--- src/rtl/pfifo_sync.sv ---
// Single-clock packet FIFO: words are written speculatively, then committed or
// dropped as a packet; the reader only ever sees committed packets.
module pfifo_sync #(
    parameter int W      = 8,
    parameter int ORDER  = 4,
    parameter int PORDER = 2
) (
    input  logic              clock,
    input  logic              reset,
    input  logic [W-1:0]      in,
    input  logic              put,
    input  logic              commit,
    input  logic              drop,
    output logic              full,
    output logic [W-1:0]      out,
    output logic              out_valid,
    output logic              out_last,
    input  logic              get,
    output logic              empty,
    output logic [ORDER:0]    used,
    output logic [PORDER:0]   packets,
    output logic              overrun
);

    localparam int DEPTH  = 2 ** ORDER;
    localparam int PDEPTH = 2 ** PORDER;

    typedef logic [ORDER:0]  ptr_t;
    typedef logic [PORDER:0] pptr_t;

    logic [W-1:0] ram_q [DEPTH];
    ptr_t         pq_q  [PDEPTH];

    ptr_t         wptr_q, wptr_d, rptr_q, rptr_d, head_q, head_d;
    pptr_t        pqw_q, pqw_d, pqr_q, pqr_d;
    logic [W-1:0] out_q, out_d;
    logic         out_valid_q, out_valid_d;
    logic         out_last_q, out_last_d;
    logic         overrun_q, overrun_d;

    logic         word_full_s, pq_full_s, full_s, empty_s;
    logic         do_put_s, do_get_s, do_commit_s, last_s;
    ptr_t         wptr_put_s, tail_s;

    // Status flags come only from registered pointers, so a pop frees space a cycle later.
    assign used        = wptr_q - rptr_q;
    assign packets     = pqw_q - pqr_q;
    assign word_full_s = (used == ptr_t'(DEPTH));
    assign pq_full_s   = (packets == pptr_t'(PDEPTH));
    assign full_s      = word_full_s | pq_full_s;
    assign empty_s     = (rptr_q == head_q);
    assign tail_s      = pq_q[pqr_q[PORDER-1:0]];

    assign full      = full_s;
    assign empty     = empty_s;
    assign out       = out_q;
    assign out_valid = out_valid_q;
    assign out_last  = out_last_q;
    assign overrun   = overrun_q;

    // Next-state logic for write, commit/drop, read and status registers.
    always_comb begin
        wptr_d      = wptr_q;
        rptr_d      = rptr_q;
        head_d      = head_q;
        pqw_d       = pqw_q;
        pqr_d       = pqr_q;
        out_d       = out_q;
        out_valid_d = 1'b0;
        out_last_d  = 1'b0;
        overrun_d   = overrun_q;
        do_commit_s = 1'b0;

        do_put_s   = put & ~full_s;
        do_get_s   = get & ~empty_s;
        wptr_put_s = wptr_q + (do_put_s ? ptr_t'(1) : ptr_t'(0));
        last_s     = ((rptr_q + ptr_t'(1)) == tail_s);

        if (put & full_s) begin
            overrun_d = 1'b1;
        end else begin
            overrun_d = overrun_q;
        end

        // Drop beats commit; a commit of an empty packet or into a full queue is ignored.
        if (drop) begin
            wptr_d = head_q;
        end else if (commit && !pq_full_s && (wptr_put_s != head_q)) begin
            do_commit_s = 1'b1;
            wptr_d      = wptr_put_s;
            head_d      = wptr_put_s;
            pqw_d       = pqw_q + pptr_t'(1);
        end else begin
            wptr_d = wptr_put_s;
        end

        if (do_get_s) begin
            out_d       = ram_q[rptr_q[ORDER-1:0]];
            out_valid_d = 1'b1;
            out_last_d  = last_s;
            rptr_d      = rptr_q + ptr_t'(1);
            if (last_s) begin
                pqr_d = pqr_q + pptr_t'(1);
            end else begin
                pqr_d = pqr_q;
            end
        end else begin
            out_d = out_q;
        end
    end

    // Control and output registers with synchronous reset.
    always_ff @(posedge clock) begin
        if (reset) begin
            wptr_q      <= '0;
            rptr_q      <= '0;
            head_q      <= '0;
            pqw_q       <= '0;
            pqr_q       <= '0;
            out_q       <= '0;
            out_valid_q <= 1'b0;
            out_last_q  <= 1'b0;
            overrun_q   <= 1'b0;
        end else begin
            wptr_q      <= wptr_d;
            rptr_q      <= rptr_d;
            head_q      <= head_d;
            pqw_q       <= pqw_d;
            pqr_q       <= pqr_d;
            out_q       <= out_d;
            out_valid_q <= out_valid_d;
            out_last_q  <= out_last_d;
            overrun_q   <= overrun_d;
        end
    end

    // Storage arrays need no reset: pointers alone define what is valid.
    always_ff @(posedge clock) begin
        if (do_put_s && !reset) begin
            ram_q[wptr_q[ORDER-1:0]] <= in;
        end
        if (do_commit_s && !reset) begin
            pq_q[pqw_q[PORDER-1:0]] <= wptr_put_s;
        end
    end

endmodule
--- config.mk ---
export PLATFORM = sky130hd
export DESIGN_NAME = pfifo_sync
export DESIGN_NICKNAME = d
export VERILOG_FILES = /design/src/rtl/pfifo_sync.sv
export SDC_FILE = /design/constraint.sdc
export NUM_CORES = 1
export LEC_CHECK = 0
export ABC_AREA = 1
export CORE_MARGIN = 3
export CORE_UTILIZATION = 40
export CTS_CLUSTER_DIAMETER = 60
export DETAILED_ROUTE_END_ITERATION = 6
export PLACE_DENSITY_LB_ADDON = 0.2
export SYNTH_ARGS = -nofsm -noshare
export SYNTH_HDL_FRONTEND = slang
export SYNTH_SLANG_ARGS = --single-unit
export TNS_END_PERCENT = 1
--- constraint.sdc ---
create_clock -name clock -period 4.48 [get_ports clock]
set_clock_uncertainty 0.1 [all_clocks]
set_input_delay 1.12 -clock clock [delete_from_list [all_inputs] [get_ports clock]]
set_output_delay 1.12 -clock clock [all_outputs]
set_load 0.02 [all_outputs]
### Clock network drawn from the DEF, run 1

Scale: 4 px per um.
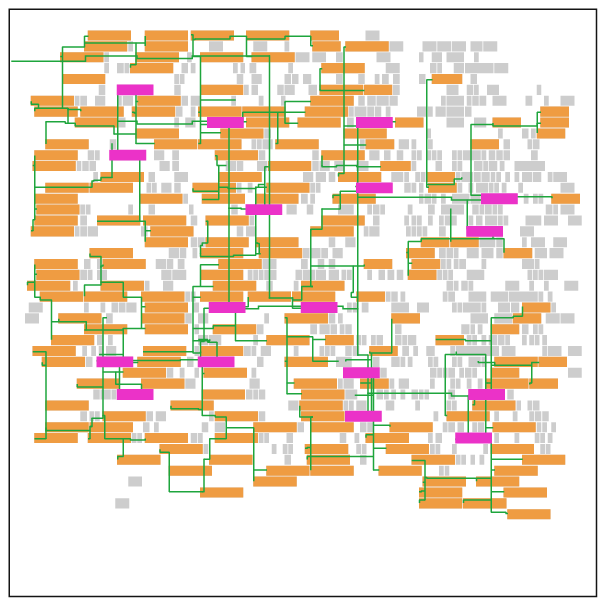
- magenta: cells driving clock nets (count 17)
- orange: flip-flops (count 182)
- green: clock wires (length 2060 um)
- flops lie: widely spread
P_clk: 1450 uW
Clock power frac: 33.2%

### Track usage over the die, run 1

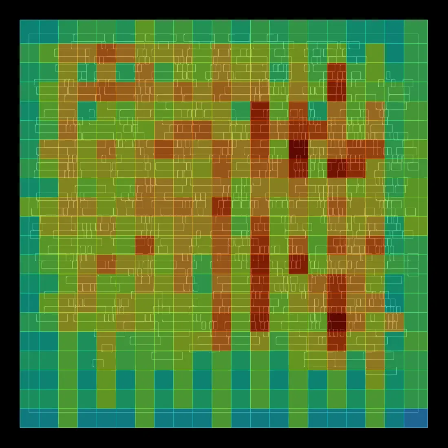
GR Layer Usage met2: 29.2%
gr usage total: 18.3%

### Supply network, run 1

Scale: 2 px per um. Pins as bars on the die edge.
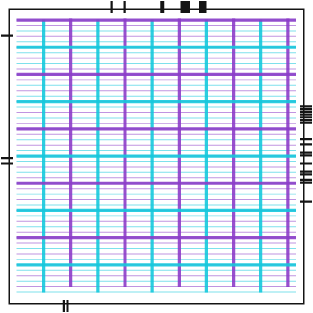
- purple: VDD
- cyan: VSS
- met4 straps: 10
- met5 straps: 10
Die Y-Extent: 146 um
Worst VDD drop: 308 uV
total core area: 0.0190 mm2
Die W: 146 um

==> CHANGELOG.md, run 1 <==
### Changed

- TritonCTS Buffers: 17
- CTS resizes: 0
- Adder share: 2.57%
- Num ports: 35
- Slowest stage delay, CP: 470 ps
- Max_cap viols: 0
- Area Growth Syn to Fin: 15.3%
- Initial antenna violation count: 0
- CTS root buf: clkbuf_16
- Power per Cell Area: 481 mW/mm2
- Yosys cell count: 730
- Post-route setup TNS: 0 ps
- Crit Path Class: flip-flop to flip-flop
- Total power: 4380 uW
- CP endpoint kind: flip-flop
- YS chip area: 0.00789 mm2
- Most used cell, CP: nor2_1
- Yosys simple share: 15.6%
- Slew HR: 47.2%
- Final Slew Violations: 0
- Area fraction in mux cells: 0%
- # setup viols final: 0
- Req. time, crit path: 4450 ps
- Sequence of cells on the critical path: inv_1 -> ha_1 -> inv_1 -> fa_1 -> nand3_1 -> nand2_1 -> xor2_1 -> nand3_2 -> nand2_1 -> nor2_1 -> ha_1 -> ha_1 -> xor2_1 -> nor2_1 -> nand3_1 -> nor2_1 -> nand2_1 -> nand2_4 -> clkinv_2 -> nand2_2 -> nor2_1
- Floorplan core density: 41.5%
- CTS clk-pin slew, worst paths: 70 ps
- Setup bufs post-CTS: 0
- Main logic family: simple AND/OR/NAND/NOR gates
- Share of cells above drive strength 1: 9.32%
- Most numerous logic cell after layout: edfxtp_1
- Hold Violations, Final: 0
- RSZ-0062 raised after global routing: false
- Post-synthesis instance total: 730
- Crit path buf inv count: 3
- Crit Path Max Fanout: 8
- Number of enable flip-flop cells: 148
- Post-Route WL: 19200 um
- Slowest cell on crit path: ha_1
- Status: finished clean
- Vias in the first global route: 5309
- Die area: 0.0214 mm2
- GPL Wtd Cong: 0.856
- Worst Setup Start Kind: flip-flop
- Ant diodes: 0
- Yosys xor share: 1.55%
- Worst-Margin Slew: 791 ps
- Cell taking the most area after synthesis: edfxtp_1
- TritonRoute pass-1 iters: 5
- Syn Std Cell Area: 0.00789 mm2
- Final worst-path cycle share: 90.5%
- Most frequent logic cells in the routed design: edfxtp_1, nor2_1, o21ai_0
- Min Tclk post-route: 4060 ps
- DRT iter0 DRCs: 399
- Final #Nets: 799
- Vias/cell: 5.29
- First-pass GRT wire length: 29900 um
- Yosys top cell area share: 56.3%
- Tool Warnings: 29
- Most used DFF post-synth: edfxtp_1
- Clk sinks: 182
- Hold WC Path Type: flip-flop to flip-flop
- Lkg Pwr: 0.00328 uW
- Post-layout util: 47.9%
- H-tree Lvls: 4
- Mapped Nets: 759
## run 1: cells in the mapped netlist (all sizes together) (2+ instances only)
cell type	n
buf	26
fa	2
inv	45
dfxtp	34
nand3	34
o21ai	97
o221ai	4
edfxtp	148
o211ai	28
clkbuf	10
nand2	90
ha	13
xor2	8
a31oi	4
xnor2	6
a21oi	16
nor3	17
nor2	137
nand4	8
## run 1: path summary, 6_finish.rpt
| check | to | slack, ps | cells after the start | start |
|---|---|---|---|---|
| max reg2reg | pq_q[1][0] | 420 | 21 | wptr_q[0] |
| min reg2reg | overrun | 390 | 2 | overrun |
| min | overrun | 390 | 2 | overrun |
| max | pq_q[1][0] | 420 | 21 | wptr_q[0] |
## run 1: worst min-delay path, cell delays in order, from the launching register on
cell	delay, ps
dfxtp_1	340
a21oi_1	50
nor2_1	70
## run 1: logic make-up (layout without fill, tap and decap cells)
logic type	Yosys count	in the layout
buffers and inverters	82	135
XOR/XNOR	14	14
AND/OR/NAND/NOR	288	288
AND-OR/OR-AND	149	149
flip-flops	182	182
adder cells (fa/ha/maj)	15	15
## run 1: stage by stage
stage / instance area [um2] / cells / hold WS [ps] / setup WS, ps
2_1_floorplan: 7890 / 730 / 381 / 422
3_3_place_gp: 8530 / 1011 / 358 / 606
3_5_place_dp: 8530 / 1011 / 378 / 408
4_1_cts: 9100 / 1043 / 395 / 387
5_1_grt: 9100 / 1043 / 443 / 103
6_report: 9100 / 1043 / 390 / 424
## run 1: metal layers
layer  up-vias  share of wire, %  routed length, um  track usage [%]
met5         -                 0                  0                0
met4         0               1.7                335             6.40
met3        26               5.5               1050             4.03
met2       176                48               9230             29.2
met1      2677                45               8550             24.8
li1       2640                 -                  -                -
## run 1: state kept, by name, summed over array words and instances, names as in the netlist, named ones only
| name | flops |
|---|---|
| out | 8 |
| out_last | 1 |
| head_q | 5 |
| out_valid | 1 |
| pq_q | 20 |
| pqw_q | 3 |
| ram_q | 128 |
| wptr_q | 5 |
| rptr_q | 5 |
| pqr_q | 3 |
| overrun | 1 |
## run 1: power by group
part	switching, uW	internal, uW	total [uW]
registers	47.7	1900	1940
logic	650	333	982
clock network	669	783	1450
## run 1: cell type report
| type | count | area, um2 |
|---|---|---|
| Clock buffer | 18 | 429 |
| Clock inverter | 14 | 141 |
| Fill cell | 1772 | 9920 |
| Inverter | 46 | 174 |
| Multi-Input combinational cell | 466 | 2390 |
| Sequential cell | 182 | 5130 |
| Tap cell | 260 | 325 |
| Timing Repair Buffer | 57 | 513 |
==> run 1 -> run 2 <==
--- a/config.mk
+++ b/config.mk
@@ -14,4 +14,4 @@
 export SYNTH_ARGS = -nofsm -noshare
 export SYNTH_HDL_FRONTEND = slang
 export SYNTH_SLANG_ARGS = --single-unit
-export TNS_END_PERCENT = 1
+export TNS_END_PERCENT = 30
==> run 2 against run 1 <==
Effect of this change:
- fmax stayed put
- sequential share of layout area stayed put
- hold slack stayed put
- critical path type unchanged
- global-route usage stayed put
- non-clock buffer count stayed put
- clock power hardly changed
==> CHANGELOG.md, run 2 <==
### Changed

- # setup viols final: 0
- Die area: 0.0214 mm2
- Vias in the first global route: 5309
- Ant diodes: 0
- CP startpoint: wptr_q[0]
- Synth cell count leaders: edfxtp_1, nor2_1, o21ai_0
- CTS root buf: clkbuf_16
- Post-Route WL: 19200 um
- Lkg Pwr: 0.00328 uW
- Hold Path Stages: 2
- Hold Violations, Final: 0
- FF-to-FF Start: wptr_q[0]
- Max reg flops: 128
- Mapped Nets: 759
- Post-route setup TNS: 0 ps
- Gr usage total: 18.3%
- Min Tclk post-route: 4060 ps
- YS chip area: 0.00789 mm2
- Die Y-Extent: 146 um
- R2R depth: 21
- Placed cells: 1011
- Clk sinks: 182
- Crit Path Class: flip-flop to flip-flop
- Worst hold slack: 390 ps
- Worst VDD drop: 308 uV
- Hold path start: overrun
- Total core area: 0.0190 mm2
- Crit Path Max Fanout: 8
- Num ports: 35
- Status: finished clean
- Final worst-path cycle share: 90.5%
- Yosys top cell area share: 56.3%
- Most used cell, CP: nor2_1
- Worst Setup Start Kind: flip-flop
- TritonRoute pass-1 iters: 5
- Most frequent logic cells in the routed design: edfxtp_1, nor2_1, o21ai_0
- Die W: 146 um
- Most used DFF post-synth: edfxtp_1
- CTS clk-pin slew, worst paths: 70 ps
- Cell taking the most area after synthesis: edfxtp_1
- Final Slew Violations: 0
- DRT iter0 DRCs: 399
- First-pass GRT wire length: 29900 um
- Slowest cell on crit path: ha_1
- Share of cells above drive strength 1: 9.32%
- Hold WC Path Type: flip-flop to flip-flop
- Req. time, crit path: 4450 ps
- Worst-Margin Slew: 791 ps
- Slew HR: 47.2%
- Initial antenna violation count: 0
-- run 2: final cells by class --
cell class	count	area [um2]
repair buffers	57	513
fillers	1772	9920
clock inverters	14	141
well taps	260	325
inverters	46	174
clock buffers	18	429
multi-input cells	466	2390
flip-flops and latches	182	5130
-- run 2: critical path: cells and delay by family, from the launching register on --
| family | cells | cell delay [ps] |
|---|---|---|
| xor gates and xnor gates | 2 | 390 |
| adders and majority gates | 4 | 1230 |
| buffers and inverters | 3 | 280 |
| DFF | 1 | 350 |
| and+or+nand+nor | 12 | 1340 |
-- run 2: per-stage QoR --
stage | setup slack [ps] | instance area, um2 | total power [uW]
floorplan | 422 | 7890 | 2610
global placement | 606 | 8530 | 2950
detailed placement | 408 | 8530 | 2970
CTS | 387 | 9100 | 4410
global route | 103 | 9100 | 4590
finish | 424 | 9100 | 4380
-- run 2: worst paths after layout --
kind                 to  slack (ps)
min             overrun         390
max reg2reg  pq_q[1][0]         420
max          pq_q[1][0]         420
min reg2reg     overrun         390
-- run 2: per-layer routing --
| metal | part of all wire (%) | GRT usage [%] |
|---|---|---|
| met1 | 45 | 24.8 |
| met2 | 48 | 29.2 |
| met3 | 5.5 | 4.03 |
| met4 | 1.7 | 6.40 |
| met5 | 0 | 0 |
-- run 2: cells by family (layout without fill, tap and decap cells) --
group	Yosys count	after routing	synth area share [%]
fa+ha+maj	15	15	2.57
compound gates	149	149	10.6
flops	182	182	64.9
xor+xnor	14	14	1.55
buf+inv	82	135	4.76
simple gates	288	288	15.6
-- run 2: power by group --
group,switching [uW],internal (uW)
clock network,669,783
logic,650,333
registers,47.7,1900
total,1370,3010
### Cells colored by class, run 2

Scale: 3 px per um. Fill, decap, tap and diode cells in gray.
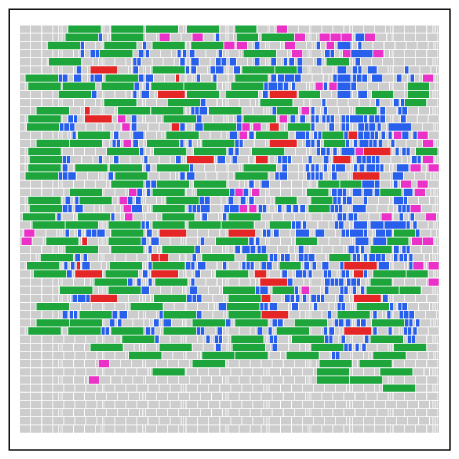
- blue: all other logic (cells 512; share of their area 29%)
- magenta: other buffers and delay cells (cells 57; share of their area 5.8%)
- red: clock drivers and dummy loads (cells 32; share of their area 6.5%)
- green: flip-flops (cells 182; share of their area 58%)
Core Rows: 50
cell area after layout: 0.00910 mm2
sequential cell area share: 56.3%
post-layout util: 47.9%

==> run 2 -> run 3 <==
--- a/config.mk
+++ b/config.mk
@@ -7,10 +7,12 @@
 export LEC_CHECK = 0
 export ABC_AREA = 1
 export CORE_MARGIN = 3
-export CORE_UTILIZATION = 40
+export CORE_UTILIZATION = 50
 export CTS_CLUSTER_DIAMETER = 60
 export DETAILED_ROUTE_END_ITERATION = 6
+export HOLD_SLACK_MARGIN = 0.05
 export PLACE_DENSITY_LB_ADDON = 0.2
+export REMOVE_ABC_BUFFERS = 1
 export SYNTH_ARGS = -nofsm -noshare
 export SYNTH_HDL_FRONTEND = slang
 export SYNTH_SLANG_ARGS = --single-unit
==> run 3 against run 2 <==
Effect of this change:
- register-to-register slack better by 40 ps
- first-iteration DRC count up 36%
- sequential share of layout area up 0.23 points
- synthesized cell count unchanged
- worst setup slack worse by 34 ps
- global-route usage up 3.1 points
- cell count down 4.7%
- wire length down 6.2%
- cell area down 0.41%
- clock power up 3%
==> CHANGELOG.md, run 3 <==
### Changed

- Status: finished clean
- Crit Path Max Fanout: 4
- GPL Wtd Cong: 0.891
- Area after DPL: 0.00847 mm2
- Max_cap viols: 0
- RSZ-0062 raised after global routing: false
- Slew HR: 46.3%
- Clk sinks: 182
- Worst Hold End: pqw_q[1]
- R2R depth: 21
- Hold Violations, Final: 0
- Num ports: 35
- Share of cells above drive strength 1: 9.45%
- Most numerous logic cell after layout: edfxtp_1
- Slowest stage delay, CP: 640 ps
- Yosys cell count: 730
- Final std cells w/o fill: 994
- R2r endpoint: pq_q[3][1]
- Slowest cell on crit path: clkdlybuf4s50_1
- Combinational power share: 22.1%
- Ant diodes: 0
- Min Tclk post-route: 4090 ps
- Area fraction in mux cells: 0%
- Sw Share: 30.4%
- CP startpoint: wptr_q[0]
- Delay-heaviest family, CP: buffers and inverters
- Core Rows: 45
- Crit Path Class: flip-flop to primary output
- TritonRoute pass-1 iters: 5
- Initial antenna violation count: 0
- FF-to-FF Start: wptr_q[0]
- Total power: 4400 uW
- Worst-Margin Slew: 801 ps
- CTS resizes: 0
- Final worst-path cycle share: 91.3%
- Placed cells: 962
- Seq pwr share: 44.1%
- Crit path buf inv count: 3
- Req. time, crit path: 3260 ps
- Floorplan core density: 51.5%
- Final #Nets: 799
- Gr usage total: 21.4%
- Vias/cell: 5.51
- Main logic family: simple AND/OR/NAND/NOR gates
- YS chip area: 0.00789 mm2
- Hold WC Path Type: flip-flop to flip-flop
- Hold Path Stages: 2
- Final Slew Violations: 0
- Lkg Pwr: 0.00329 uW
- Vias in the first global route: 5148
- Cell area after layout: 0.00906 mm2
- Internal power: 3060 uW
- Adder share: 2.57%
- Die W: 132 um
- Yosys top cell area share: 56.3%
- Cell taking the most area after synthesis: edfxtp_1
- Worst hold slack: 432 ps
- Worst Setup Start Kind: flip-flop
- Syn Std Cell Area: 0.00789 mm2
- Most frequent logic cells in the routed design: edfxtp_1, nor2_1, o21ai_0
- First-pass GRT wire length: 28300 um
- Sequence of cells on the critical path: inv_1 -> ha_1 -> inv_1 -> fa_1 -> nand3_1 -> nand2_1 -> xor2_1 -> nand3_2 -> nand2_1 -> clkdlybuf4s50_1
- CTS clk-pin slew, worst paths: 70 ps
- Area Growth Syn to Fin: 14.9%
- Max reg flops: 128
- # setup viols final: 0
==> run 3: cell counts after synthesis <==
No cell type changed its count.
==> run 3: power by group through the flow <==
stage          combinational, uW  sequential (uW)  clock [uW]
2_1_floorplan                513             2040           0
3_3_place_gp                 941             1970           0
3_5_place_dp                 964             1980           0
4_1_cts                      970             1940        1510
5_1_grt                     1070             1950        1590
6_report                     972             1940        1490
==> run 3: layout make-up <==
cell class / instances / area (um2)
sequential: 182 / 5130
clock buffer: 17 / 425
timing repair buffer: 57 / 513
inverter: 46 / 174
tap: 211 / 264
multi-input combinational: 466 / 2390
fill: 1249 / 6250
clock inverter: 15 / 169
==> run 3: how the worst max path moves through the flow <==
stage | cells after the start | slack (ps) | endpoint
global placement | 14 | 650 | pq_q[3][3]
CTS | 10 | 360 | full
global route | 21 | 180 | pq_q[3][3]
detailed placement | 21 | 480 | pq_q[3][0]
floorplan | 20 | -550 | pq_q[0][0]
finish | 10 | 390 | full
==> run 3: worst reg2reg max path, delay by kind of cell (launching register included) <==
family	cells	cell delay [ps]
AND/OR/NAND/NOR	12	1350
adder cells (fa/ha/maj)	4	1200
XOR/XNOR	2	430
flip-flops	1	340
buffers and inverters	3	270
==> run 3: routing by layer <==
metal  up-vias  global-route usage (%)  share of wire [%]  wire length (um)
met2       183                    32.3                 46              8230
met3        26                    4.94                6.9              1230
met1      2635                    30.9                 46              8200
met5         -                       0                  0                 0
li1       2633                       -                  -                 -
met4         0                    7.18                1.6               293
==> run 3: cell families (layout without fill, tap and decap cells) <==
group | count (synthesis) | in the layout
adder cells (fa/ha/maj) | 15 | 15
buffers and inverters | 82 | 135
flip-flops | 182 | 182
AND-OR/OR-AND | 149 | 149
XOR/XNOR | 14 | 14
AND/OR/NAND/NOR | 288 | 288
==> run 3: per-stage QoR <==
step           setup WS [ps]  utilization, %
6_report                 390            59.2
3_3_place_gp             648            55.3
3_5_place_dp             483            55.3
5_1_grt                  176            59.2
2_1_floorplan           -554               -
4_1_cts                  361            59.2
### Sequential cells colored by netlist name, run 3

Scale: 4 px per um. Other sequential cells in the stronger gray, the rest of the logic in the fainter gray.
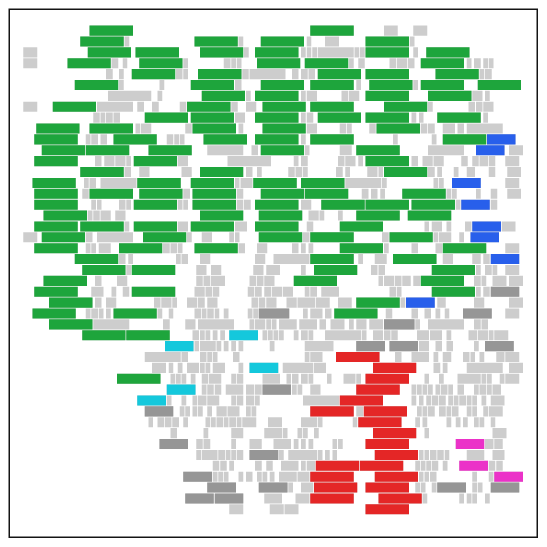
- red: pq_q (placed flops 20)
- blue: out (placed flops 8; where right middle)
- green: ram_q (placed flops 128)
- magenta: pqr_q (placed flops 3)
- cyan: wptr_q (placed flops 5)
P_seq: 1940 uW
FF/Latch Area: 0.00513 mm2
sequential cell area share: 56.6%
post-layout util: 59.2%

Power is estimated from default activity; no workload was simulated.
